**src/rtl/count_sequencer_pkg.sv**
```systemverilog
// Shared types and constants for the count_sequencer interval timer.
// Also supplies the default counter width, which matches the downstream
// 4-bit binary counter.
package count_sequencer_pkg;

  typedef enum logic [1:0] {
    IDLE  = 2'd0,
    LOAD  = 2'd1,
    RUN   = 2'd2,
    PAUSE = 2'd3
  } state_t;

  localparam logic MODE_ONESHOT  = 1'b0;
  localparam logic MODE_PERIODIC = 1'b1;

  localparam int DFLT_DATA_WIDTH     = 4;
  localparam int DFLT_PRESCALE_WIDTH = 8;

endpackage

```
**src/rtl/count_sequencer_if.sv**
```systemverilog
// Control bus between the timer host, count_sequencer and the counter.
//   start/stop/pause/mode/period/prescale : host -> sequencer
//   cnt_carry                             : counter C_out -> sequencer
//   cnt_load/cnt_count/cnt_data           : sequencer -> counter
//   tick/busy                             : sequencer status
// The slave modport is the sequencer; the master modport is everything
// around it (host plus counter).
interface count_sequencer_if #(
  parameter int DATA_WIDTH     = count_sequencer_pkg::DFLT_DATA_WIDTH,
  parameter int PRESCALE_WIDTH = count_sequencer_pkg::DFLT_PRESCALE_WIDTH
);
  logic                      start;
  logic                      stop;
  logic                      pause;
  logic                      mode;
  logic [DATA_WIDTH-1:0]     period;
  logic [PRESCALE_WIDTH-1:0] prescale;
  logic                      cnt_carry;
  logic                      cnt_load;
  logic                      cnt_count;
  logic [DATA_WIDTH-1:0]     cnt_data;
  logic                      tick;
  logic                      busy;

  modport slave (
    input  start, stop, pause, mode, period, prescale, cnt_carry,
    output cnt_load, cnt_count, cnt_data, tick, busy
  );

  modport master (
    output start, stop, pause, mode, period, prescale, cnt_carry,
    input  cnt_load, cnt_count, cnt_data, tick, busy
  );
endinterface

```
**src/rtl/count_sequencer_prescale_divider.sv**
```systemverilog
// Prescale divider: counts enabled cycles and asserts o_strobe when the
// count equals i_limit, then wraps to 0, so strobes come every i_limit+1
// enabled cycles. i_clr has priority over i_en.
// Ports:
//   i_clk, i_rst_n : clock, synchronous active-low reset
//   i_clr          : restart count at 0
//   i_en           : advance count
//   i_limit        : terminal count
//   o_strobe       : count == limit (combinational)
module count_sequencer_prescale_divider #(
  parameter int PRESCALE_WIDTH = 8
) (
  input  logic                      i_clk,
  input  logic                      i_rst_n,
  input  logic                      i_clr,
  input  logic                      i_en,
  input  logic [PRESCALE_WIDTH-1:0] i_limit,
  output logic                      o_strobe
);
  logic [PRESCALE_WIDTH-1:0] r_cnt;
  logic                      w_hit;

  assign w_hit    = (r_cnt == i_limit);
  assign o_strobe = w_hit;

  // Wrapping happens only through the strobe reset, so r_cnt never passes
  // i_limit while the limit is held constant by the caller.
  always_ff @(posedge i_clk) begin
    if (!i_rst_n)   r_cnt <= '0;
    else if (i_clr) r_cnt <= '0;
    else if (i_en)  r_cnt <= w_hit ? '0 : r_cnt + 1'b1;
  end
endmodule

```
**src/rtl/count_sequencer.sv**
```systemverilog
// count_sequencer: drives a binary up-counter as a programmable interval
// timer. On Start it loads the counter with (all-ones - Period) so that
// C_out rises after Period prescaled steps; the following cycle raises a
// one-cycle tick and either reloads (periodic) or returns to IDLE.
// Ports:
//   i_clk   : clock
//   i_clear : synchronous active-low reset
//   bus     : count_sequencer_if.slave (host controls, counter link, status)
module count_sequencer
  import count_sequencer_pkg::*;
#(
  parameter int DATA_WIDTH     = DFLT_DATA_WIDTH,
  parameter int PRESCALE_WIDTH = DFLT_PRESCALE_WIDTH
) (
  input  logic               i_clk,
  input  logic               i_clear,
  count_sequencer_if.slave   bus
);
  localparam logic [DATA_WIDTH-1:0] CNT_MAX = {DATA_WIDTH{1'b1}};

  state_t                    r_state;
  logic                      r_mode;
  logic [DATA_WIDTH-1:0]     r_period;
  logic [PRESCALE_WIDTH-1:0] r_prescale;
  logic                      r_tick;

  logic w_strobe;
  logic w_run;

  assign w_run = (r_state == RUN);

  // The divider runs on every RUN cycle, including the one where Pause is
  // first seen; only the PAUSE state itself freezes it, so a Pause held N
  // cycles delays the period by exactly N cycles.
  count_sequencer_prescale_divider #(
    .PRESCALE_WIDTH (PRESCALE_WIDTH)
  ) u_div (
    .i_clk    (i_clk),
    .i_rst_n  (i_clear),
    .i_clr    (r_state == LOAD),
    .i_en     (w_run),
    .i_limit  (r_prescale),
    .o_strobe (w_strobe)
  );

  always_ff @(posedge i_clk) begin
    if (!i_clear) begin
      r_state    <= IDLE;
      r_mode     <= MODE_ONESHOT;
      r_period   <= '0;
      r_prescale <= '0;
      r_tick     <= 1'b0;
    end else begin
      r_tick <= 1'b0;
      case (r_state)
        IDLE: begin
          if (bus.start && (bus.period != '0)) begin
            r_mode     <= bus.mode;
            r_period   <= bus.period;
            r_prescale <= bus.prescale;
            r_state    <= LOAD;
          end
        end
        LOAD: begin
          r_state <= bus.stop ? IDLE : RUN;
        end
        RUN: begin
          if (bus.stop)           r_state <= IDLE;
          else if (bus.pause)     r_state <= PAUSE;
          else if (bus.cnt_carry) begin
            r_tick  <= 1'b1;
            r_state <= (r_mode == MODE_PERIODIC) ? LOAD : IDLE;
          end
        end
        PAUSE: begin
          if (bus.stop)       r_state <= IDLE;
          else if (!bus.pause) r_state <= RUN;
        end
        default: r_state <= IDLE;
      endcase
    end
  end

  // Counter controls are decoded from state; Cnt_data is zero outside LOAD
  // so every output reads 0 in reset/IDLE.
  always_comb begin
    bus.cnt_load  = 1'b0;
    bus.cnt_data  = '0;
    bus.cnt_count = 1'b0;
    if (r_state == LOAD) begin
      bus.cnt_load = 1'b1;
      bus.cnt_data = CNT_MAX - r_period;
    end
    // Hold the counter at all-ones once carry is up so C_out stays stable.
    if (w_run) bus.cnt_count = w_strobe & ~bus.cnt_carry;
  end

  assign bus.tick = r_tick;
  assign bus.busy = (r_state != IDLE);
endmodule

```
**src/flat_wrapper.sv**
```systemverilog
// flat-port wrapper written by rule: the top's interface ports become plain ports
module count_sequencer_flat import count_sequencer_pkg::*;
#(
  parameter int DATA_WIDTH     = DFLT_DATA_WIDTH,
  parameter int PRESCALE_WIDTH = DFLT_PRESCALE_WIDTH
)
  (i_clk, i_clear, bus_start, bus_stop, bus_pause, bus_mode, bus_period, bus_prescale, bus_cnt_carry, bus_cnt_load, bus_cnt_count, bus_cnt_data, bus_tick, bus_busy);
  count_sequencer_if #(.DATA_WIDTH(DATA_WIDTH), .PRESCALE_WIDTH(PRESCALE_WIDTH)) bus_i ();
  input  logic i_clk;
  input  logic i_clear;
  input wire logic [$bits(bus_i.start)-1:0] bus_start;
  input wire logic [$bits(bus_i.stop)-1:0] bus_stop;
  input wire logic [$bits(bus_i.pause)-1:0] bus_pause;
  input wire logic [$bits(bus_i.mode)-1:0] bus_mode;
  input wire logic [$bits(bus_i.period)-1:0] bus_period;
  input wire logic [$bits(bus_i.prescale)-1:0] bus_prescale;
  input wire logic [$bits(bus_i.cnt_carry)-1:0] bus_cnt_carry;
  output wire logic [$bits(bus_i.cnt_load)-1:0] bus_cnt_load;
  output wire logic [$bits(bus_i.cnt_count)-1:0] bus_cnt_count;
  output wire logic [$bits(bus_i.cnt_data)-1:0] bus_cnt_data;
  output wire logic [$bits(bus_i.tick)-1:0] bus_tick;
  output wire logic [$bits(bus_i.busy)-1:0] bus_busy;
  assign bus_i.start = bus_start;
  assign bus_i.stop = bus_stop;
  assign bus_i.pause = bus_pause;
  assign bus_i.mode = bus_mode;
  assign bus_i.period = bus_period;
  assign bus_i.prescale = bus_prescale;
  assign bus_i.cnt_carry = bus_cnt_carry;
  assign bus_cnt_load = bus_i.cnt_load;
  assign bus_cnt_count = bus_i.cnt_count;
  assign bus_cnt_data = bus_i.cnt_data;
  assign bus_tick = bus_i.tick;
  assign bus_busy = bus_i.busy;
  count_sequencer #(.DATA_WIDTH(DATA_WIDTH), .PRESCALE_WIDTH(PRESCALE_WIDTH)) u_core (.i_clk(i_clk), .i_clear(i_clear), .bus(bus_i));
endmodule
```
**config.mk**
```make
export PLATFORM = sky130hd
export DESIGN_NAME = count_sequencer_flat
export DESIGN_NICKNAME = d
export VERILOG_FILES = /design/src/rtl/count_sequencer_pkg.sv /design/src/rtl/count_sequencer_if.sv /design/src/rtl/count_sequencer_prescale_divider.sv /design/src/rtl/count_sequencer.sv /design/src/flat_wrapper.sv
export SDC_FILE = /design/constraint.sdc
export NUM_CORES = 1
export LEC_CHECK = 0
export ABC_AREA = 1
export CORE_ASPECT_RATIO = 0.5
export CORE_UTILIZATION = 30
export CTS_CLUSTER_DIAMETER = 100
export CTS_CLUSTER_SIZE = 28
export DETAILED_ROUTE_END_ITERATION = 8
export SYNTH_ARGS = -nofsm -noshare
export SYNTH_HDL_FRONTEND = slang
export SYNTH_SLANG_ARGS = --single-unit
```
**constraint.sdc**
```tcl
create_clock -name i_clk -period 1.56 [get_ports i_clk]
set_input_delay 0.234 -clock i_clk [delete_from_list [all_inputs] [get_ports i_clk]]
set_output_delay 0.234 -clock i_clk [all_outputs]
set_load 0.02 [all_outputs]
```
==> images/layers.png <==
(4 px per µm)
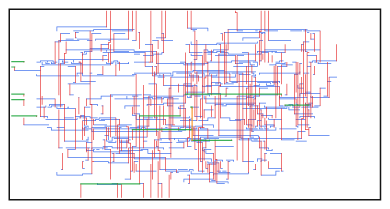
| layer | colour | wire length |
|---|---|---|
| M1 | blue | 1,520 µm |
| M2 | red | 1,420 µm |
| M4 | orange | 8.20 µm |
| M3 | green | 95.8 µm |
Overall Global Routing Usage: 15.16%
DRT Wirelength: 3035 µm

==> images/m3.png <==
(4 px per µm)
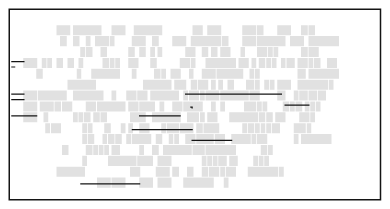
nets with wire on the layer: 9
wire length on this layer: 95.8 µm
DR vias: 1,265
met3 usage: 4.693%

==> images/clock_wires.png <==
(6 px per µm)
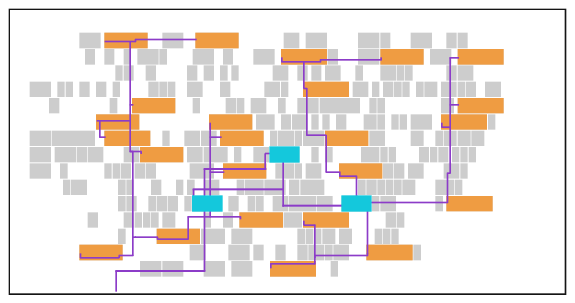
[clock-net drivers] cyan | count: 3
[clock wires] purple | length: 333 µm
[flip-flops] orange | count: 24
routed clock nets: 4
flops lie: widely spread
Clk. pwr: 0.369 mW
Worst-Skew Late Latency: 270 ps
clock skew: 5.578 ps

==> flip-flops by register name (all words and copies together) (netlist names) <==
signal and count:
u_core.r_mode 1, u_core.r_prescale 8, u_core.bus.tick 1, u_core.r_state 2, u_core.r_period 4, u_core.u_div.r_cnt 8
==> synthesized netlist by cell type (all sizes together), types with 2 or more instances <==
cell   instances
nand2         37
inv           32
nor2          25
dfxtp         24
a21oi         19
o21ai         16
nand3         10
buf            3
nor3           3
xnor2          3
xor2           2
==> critical path: stages, from the launching register on <==
cell     delay [ps]
dfxtp_2         340
inv_1            50
nand2_1          70
nand2_2          70
nor2_2          120
nand3_2         130
nor3_2          180
buf_4           160
==> placed cells by master, fill, tap and decap left out <==
cell / netlist / layout
ha_1: 1 / 1
nor4_1: 1 / 1
clkdlybuf4s15_2: 0 / 1
xnor2_1: 3 / 3
clkdlybuf4s50_1: 0 / 19
clkbuf_8: 0 / 3
nand3_1: 8 / 6
inv_1: 31 / 25
nor3_2: 0 / 1
nand2_1: 36 / 30
a31o_2: 1 / 1
o21bai_4: 1 / 1
nor2_4: 1 / 2
a21oi_1: 19 / 19
dfxtp_2: 0 / 10
buf_12: 0 / 1
o21ai_0: 14 / 14
nor3b_1: 1 / 1
dfxtp_1: 24 / 14
xor2_1: 2 / 2
clkdlybuf4s15_1: 0 / 1
nand4_1: 1 / 1
inv_2: 1 / 7
nor2_1: 23 / 20
nand3_2: 2 / 4
nor3_1: 3 / 2
nand2_4: 1 / 1
nand2_2: 0 / 6
buf_4: 1 / 30
nor2_2: 1 / 3
o21ai_1: 2 / 2
buf_2: 0 / 3
==> cells by family after synthesis <==
family / count (synthesis)
buf+inv: 35
compound gates: 37
flops: 24
xor+xnor: 5
simple gates: 78
fa+ha+maj: 1
==> flow_summary.yaml <==
# yosys + openroad results
outcome:
  status: "complete, but fails checks"
  violations: "negative setup slack"
sta:
  setup_violations: 1
  final_critical_path_setup_slack_ps: -67.36
  hold_ws_ps: 444.3
power:
  clkPwrFrac_pct: 24.2
  swShare_pct: 30.20
  pg_seq_mw: 0.689
  p_leak_nw: 0.8140
cells_and_area:
  instances_no_fill: 286
  signal_buffers: 55
  largest_cell_class: "multi-input combinational cells"
  syn_to_final_growth_pct: 49.64
  clock_area_share_pct: 2.248
worst_setup_path:
  crit_arrival_ps: 1390
  start_kind: "register"
  crit_type: "reg -> out"
place:
  preCtsSetupSlack_ps: -312.2
  place_congestion: 0.8865
logic_synthesis:
  synth_nets: 200
  yosys.area_share.simple_pct: 28.13
cts:
  cts_tree: "yes"
Power figures rest on the tool's default switching activity, not on a simulated workload.
